==> images/placement_by_type.png <==
Scale: 1 px per um.
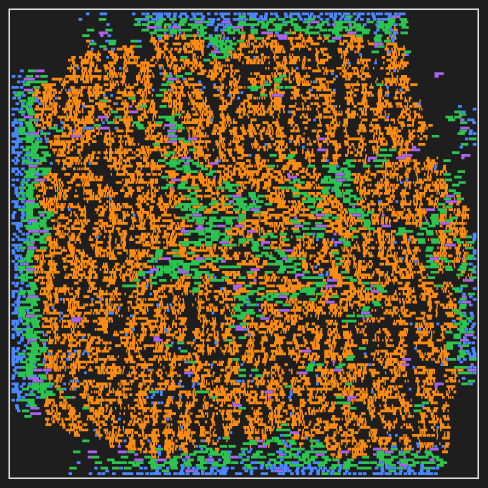
==> images/io_fan.png <==
Scale: 1 px per um.
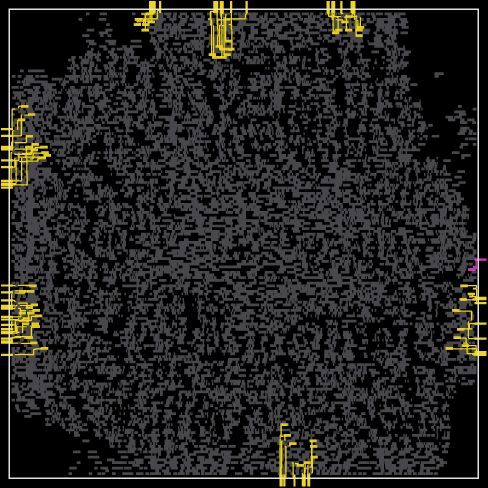
==> images/placement.png <==
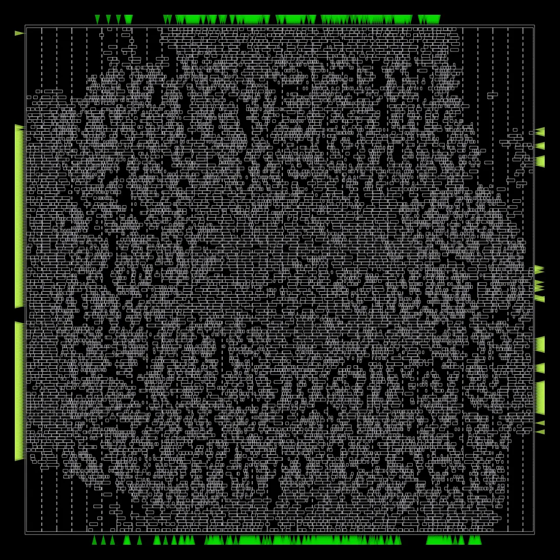
==> images/layer_met1.png <==
Scale: 1 px per um. Supply wires on this layer in gray.
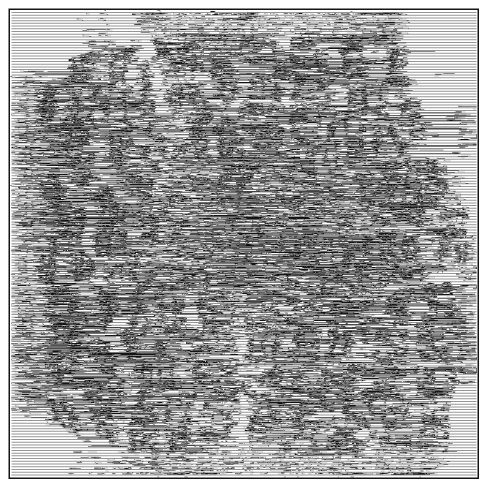
[src/rtl/knn_dist_sort.sv]
// knn_dist_sort: L1-distance nearest/second-nearest search over 8 byte vectors, fully pipelined.
// Optional DIST_SORT_DIST_OUT_EN exposes the eight distances aligned with addr_1st/addr_2nd.
module knn_dist_sort #(
    parameter int PIPE_STAGES = 3,
    parameter int DIST_W      = 11
) (
    input  logic                  clk,
    input  logic                  rst,
    input  logic [63:0]           query,
    input  logic [63:0]           search_0,
    input  logic [63:0]           search_1,
    input  logic [63:0]           search_2,
    input  logic [63:0]           search_3,
    input  logic [63:0]           search_4,
    input  logic [63:0]           search_5,
    input  logic [63:0]           search_6,
    input  logic [63:0]           search_7,
    input  logic                  in_valid,
    output logic                  out_valid,
    output logic [2:0]            addr_1st,
    output logic [2:0]            addr_2nd
`ifdef DIST_SORT_DIST_OUT_EN
    ,
    output logic [8*DIST_W-1:0]   dist_out
`endif
);

    // Work is cut into NSTEP logical steps: abs-diff, three adder levels, three tournament levels.
    localparam int NSTEP = 7;
    localparam int NSEG  = PIPE_STAGES + 1;

    typedef logic [DIST_W-1:0] dist_t;

    // Larger than any reachable distance (max 2040), so it never wins a comparison.
    localparam dist_t SENTINEL = '1;

    typedef struct packed {
        dist_t [7:0][7:0] part;   // [vector][lane] partial sums; lane 0 ends up as d_i
        dist_t [7:0]      t1_d;
        logic  [7:0][2:0] t1_i;
        dist_t [7:0]      t2_d;
        logic  [7:0][2:0] t2_i;
    } work_t;

    // Halve the active lanes; lanes past the live range carry don't-care values.
    function automatic work_t add_level(input work_t w);
        work_t r;
        r = w;
        for (int i = 0; i < 8; i++) begin
            for (int k = 0; k < 4; k++) begin
                r.part[i][k] = w.part[i][2*k] + w.part[i][2*k+1];
            end
        end
        return r;
    endfunction

    // Merge neighbouring (min, second-min) pairs. The A side always holds lower indices,
    // so every tie resolves towards A.
    function automatic work_t tour_level(input work_t w, input logic from_dist);
        work_t       r;
        dist_t       a1d, a2d, b1d, b2d;
        logic [2:0]  a1i, a2i, b1i, b2i;
        r = w;
        for (int j = 0; j < 4; j++) begin
            if (from_dist) begin
                a1d = w.part[2*j][0];   a1i = 3'(2*j);
                a2d = SENTINEL;         a2i = 3'(2*j);
                b1d = w.part[2*j+1][0]; b1i = 3'(2*j+1);
                b2d = SENTINEL;         b2i = 3'(2*j+1);
            end else begin
                a1d = w.t1_d[2*j];      a1i = w.t1_i[2*j];
                a2d = w.t2_d[2*j];      a2i = w.t2_i[2*j];
                b1d = w.t1_d[2*j+1];    b1i = w.t1_i[2*j+1];
                b2d = w.t2_d[2*j+1];    b2i = w.t2_i[2*j+1];
            end
            if (b1d < a1d) begin
                r.t1_d[j] = b1d;
                r.t1_i[j] = b1i;
                r.t2_d[j] = (a1d <= b2d) ? a1d : b2d;
                r.t2_i[j] = (a1d <= b2d) ? a1i : b2i;
            end else begin
                r.t1_d[j] = a1d;
                r.t1_i[j] = a1i;
                r.t2_d[j] = (a2d <= b1d) ? a2d : b1d;
                r.t2_i[j] = (a2d <= b1d) ? a2i : b1i;
            end
        end
        return r;
    endfunction

    function automatic work_t apply_step(input int s, input work_t w);
        work_t r;
        case (s)
            1, 2, 3: r = add_level(w);
            4:       r = tour_level(w, 1'b1);
            5, 6:    r = tour_level(w, 1'b0);
            default: r = w;
        endcase
        return r;
    endfunction

    // Spreads the steps evenly over the NSEG combinational segments between registers.
    function automatic int seg_of(input int s);
        return (s * NSEG) / NSTEP;
    endfunction

    logic [7:0][63:0]     search_all;
    logic [63:0]          query_reg;
    logic [7:0][63:0]     search_reg;
    logic [PIPE_STAGES:0] vld_reg;
    work_t                absdiff_w;
    work_t                fin_w;

    assign search_all = {search_7, search_6, search_5, search_4,
                         search_3, search_2, search_1, search_0};

    // Data registers are free-running; only the valid chain needs reset.
    always_ff @(posedge clk) begin
        query_reg  <= query;
        search_reg <= search_all;
    end

    always_ff @(posedge clk) begin
        if (!rst) begin
            vld_reg <= '0;
        end else begin
            vld_reg <= {vld_reg[PIPE_STAGES-1:0], in_valid};
        end
    end

    always_comb begin
        absdiff_w = '0;
        for (int i = 0; i < 8; i++) begin
            for (int k = 0; k < 8; k++) begin
                absdiff_w.part[i][k] = DIST_W'(
                    (query_reg[8*k +: 8] > search_reg[i][8*k +: 8])
                        ? query_reg[8*k +: 8] - search_reg[i][8*k +: 8]
                        : search_reg[i][8*k +: 8] - query_reg[8*k +: 8]);
            end
        end
    end

    genvar gi;
    generate
        for (gi = 0; gi <= PIPE_STAGES; gi++) begin : g_seg
            work_t seg_in_w;
            work_t seg_out_w;

            if (gi == 0) begin : g_first
                assign seg_in_w = absdiff_w;
            end else begin : g_pipe
                work_t pipe_reg;
                always_ff @(posedge clk) begin
                    pipe_reg <= g_seg[gi-1].seg_out_w;
                end
                assign seg_in_w = pipe_reg;
            end

            always_comb begin
                seg_out_w = seg_in_w;
                for (int s = 1; s < NSTEP; s++) begin
                    if (seg_of(s) == gi) begin
                        seg_out_w = apply_step(s, seg_out_w);
                    end
                end
            end
        end
    endgenerate

    assign fin_w = g_seg[PIPE_STAGES].seg_out_w;

    // Addresses (and distances) only move on a valid result so they hold through bubbles.
    always_ff @(posedge clk) begin
        if (!rst) begin
            out_valid <= 1'b0;
            addr_1st  <= 3'd0;
            addr_2nd  <= 3'd0;
`ifdef DIST_SORT_DIST_OUT_EN
            dist_out  <= '0;
`endif
        end else begin
            out_valid <= vld_reg[PIPE_STAGES];
            if (vld_reg[PIPE_STAGES]) begin
                addr_1st <= fin_w.t1_i[0];
                addr_2nd <= fin_w.t2_i[0];
`ifdef DIST_SORT_DIST_OUT_EN
                for (int i = 0; i < 8; i++) begin
                    dist_out[i*DIST_W +: DIST_W] <= fin_w.part[i][0];
                end
`endif
            end
        end
    end

endmodule

[config.mk]
export PLATFORM = sky130hd
export DESIGN_NAME = knn_dist_sort
export DESIGN_NICKNAME = d
export VERILOG_FILES = /design/src/rtl/knn_dist_sort.sv
export SDC_FILE = /design/constraint.sdc
export NUM_CORES = 2
export LEC_CHECK = 0
export ABC_AREA = 1
export ABC_CLOCK_PERIOD_IN_PS = 5350
export CAP_MARGIN = 20
export CORE_UTILIZATION = 40
export DETAILED_ROUTE_END_ITERATION = 6
export PLACE_DENSITY = 0.6
export SETUP_SLACK_MARGIN = 0.3
export SYNTH_ARGS = -nofsm -noshare
export SYNTH_HDL_FRONTEND = slang
export SYNTH_SLANG_ARGS = --single-unit
[constraint.sdc]
create_clock -name clk -period 5.35 [get_ports clk]
set_input_delay 0.535 -clock clk [delete_from_list [all_inputs] [get_ports clk]]
set_output_delay 0.535 -clock clk [all_outputs]
set_load 0.01 [all_outputs]
==> results.py <==
# Physical implementation metrics
metrics = {
    "setup_path": {
        "cp_slowest_cell": "dfxtp_1",
        "crit_required_ns": 6.05,
        "cp.depth": 18,
        "setup.worst_path.class": "register to register",
        "critical_path.most_common_cell": "nand2_1",
    },
    "power_and_ir_drop": {
        "p_clk_share_pct": 13.3,
        "p_seq_share_pct": 21.2,
        "clk-power_w": 0.00870,
        "p_seq_w": 0.0139,
    },
    "sta": {
        "skew_ns": 0.0536,
        "finalHoldViolCount": 0,
        "tns_ns": 0,
        "hold_ws_ns": 0.158,
        "post-route-min-period_ns": 4.72,
        "worst_pin_slew_ns": 1.02,
        "layout_setup_ws_ns": 0.627,
        "drv_slew": 0,
    },
    "final_layout": {
        "antenna_cells": 4,
        "flop_area_mm2": 0.0216,
        "seq_cells": 1079,
        "comb_area_mm2": 0.0563,
    },
    "routing": {
        "via_per_inst": 5.17,
        "wl_met3_um": 18100,
        "wl_per_cell_um": 21.8,
        "wl_met2_um": 142000,
        "highest_layer": "met4",
        "detail_route.first_pass.iterations": 6,
    },
    "logic_synthesis": {
        "top_area_share_pct": 24.9,
        "synthAdderAreaFrac_pct": 29.3,
        "logic_family": "adder cells",
        "edf_count": 0,
        "ys_top_cells_by_area": "dfxtp_1 25%, ha_1 22%, inv_1 9.3%",
        "ys_seq_share_pct": 24.9,
        "yosys_cells": 11000,
    },
    "cts": {
        "path_clk_slew_ns": 0.06,
        "cts.path.max_buffers": 3,
        "cts-hold-fix-buffers": 0,
    },
    "job": {
        "drv_cap": 0,
    },
    "grt": {
        "grt_pass1_vias": 73300,
        "grt-ovfl-total": 0,
        "use_met2_pct": 46.2,
        "busiest_layer": "met2",
    },
    "hold_path": {
        "hold_end": "search_reg[182]",
        "hold_depth": 1,
        "hp-start": "search_2[54]",
    },
    "placement": {
        "place_area_mm2": 0.0973,
        "place_inst": 14500,
        "place_ws_ns": 0.626,
        "gp_congestion": 0.975,
    },
    "run_status": {
        "status": "completed",
    },
    "floorplanning": {
        "io_pins": 586,
    },
}
-- placement_by_type.png (at the start) --
Key: blue = other buffers and delay cells [cells 841, share of their area 8.0%]; purple = clock drivers and dummy loads [cells 218, share of their area 4.3%]; orange = combinational and other logic [cells 9757, share of their area 66%]; green = flops [cells 1079, share of their area 22%]

-- io_fan.png (at the start) --
Key: yellow = search_0 [direction input, edge 27 left, 21 top, 8 bottom, 8 right, end cells 64, wire 2050 um]; magenta = out_valid [direction output, edge right, end cells 1, wire 13.7 um]

-- placement.png (at the start) --
sequential cell area share: 21.3%
# Taps: 2838
Core Region: 0.215 mm^2
Finished Layout Cells: 14700

-- layer_met1.png (at the start) --
The longest straight run is 101 um. The layer carries 149 mm of wire.

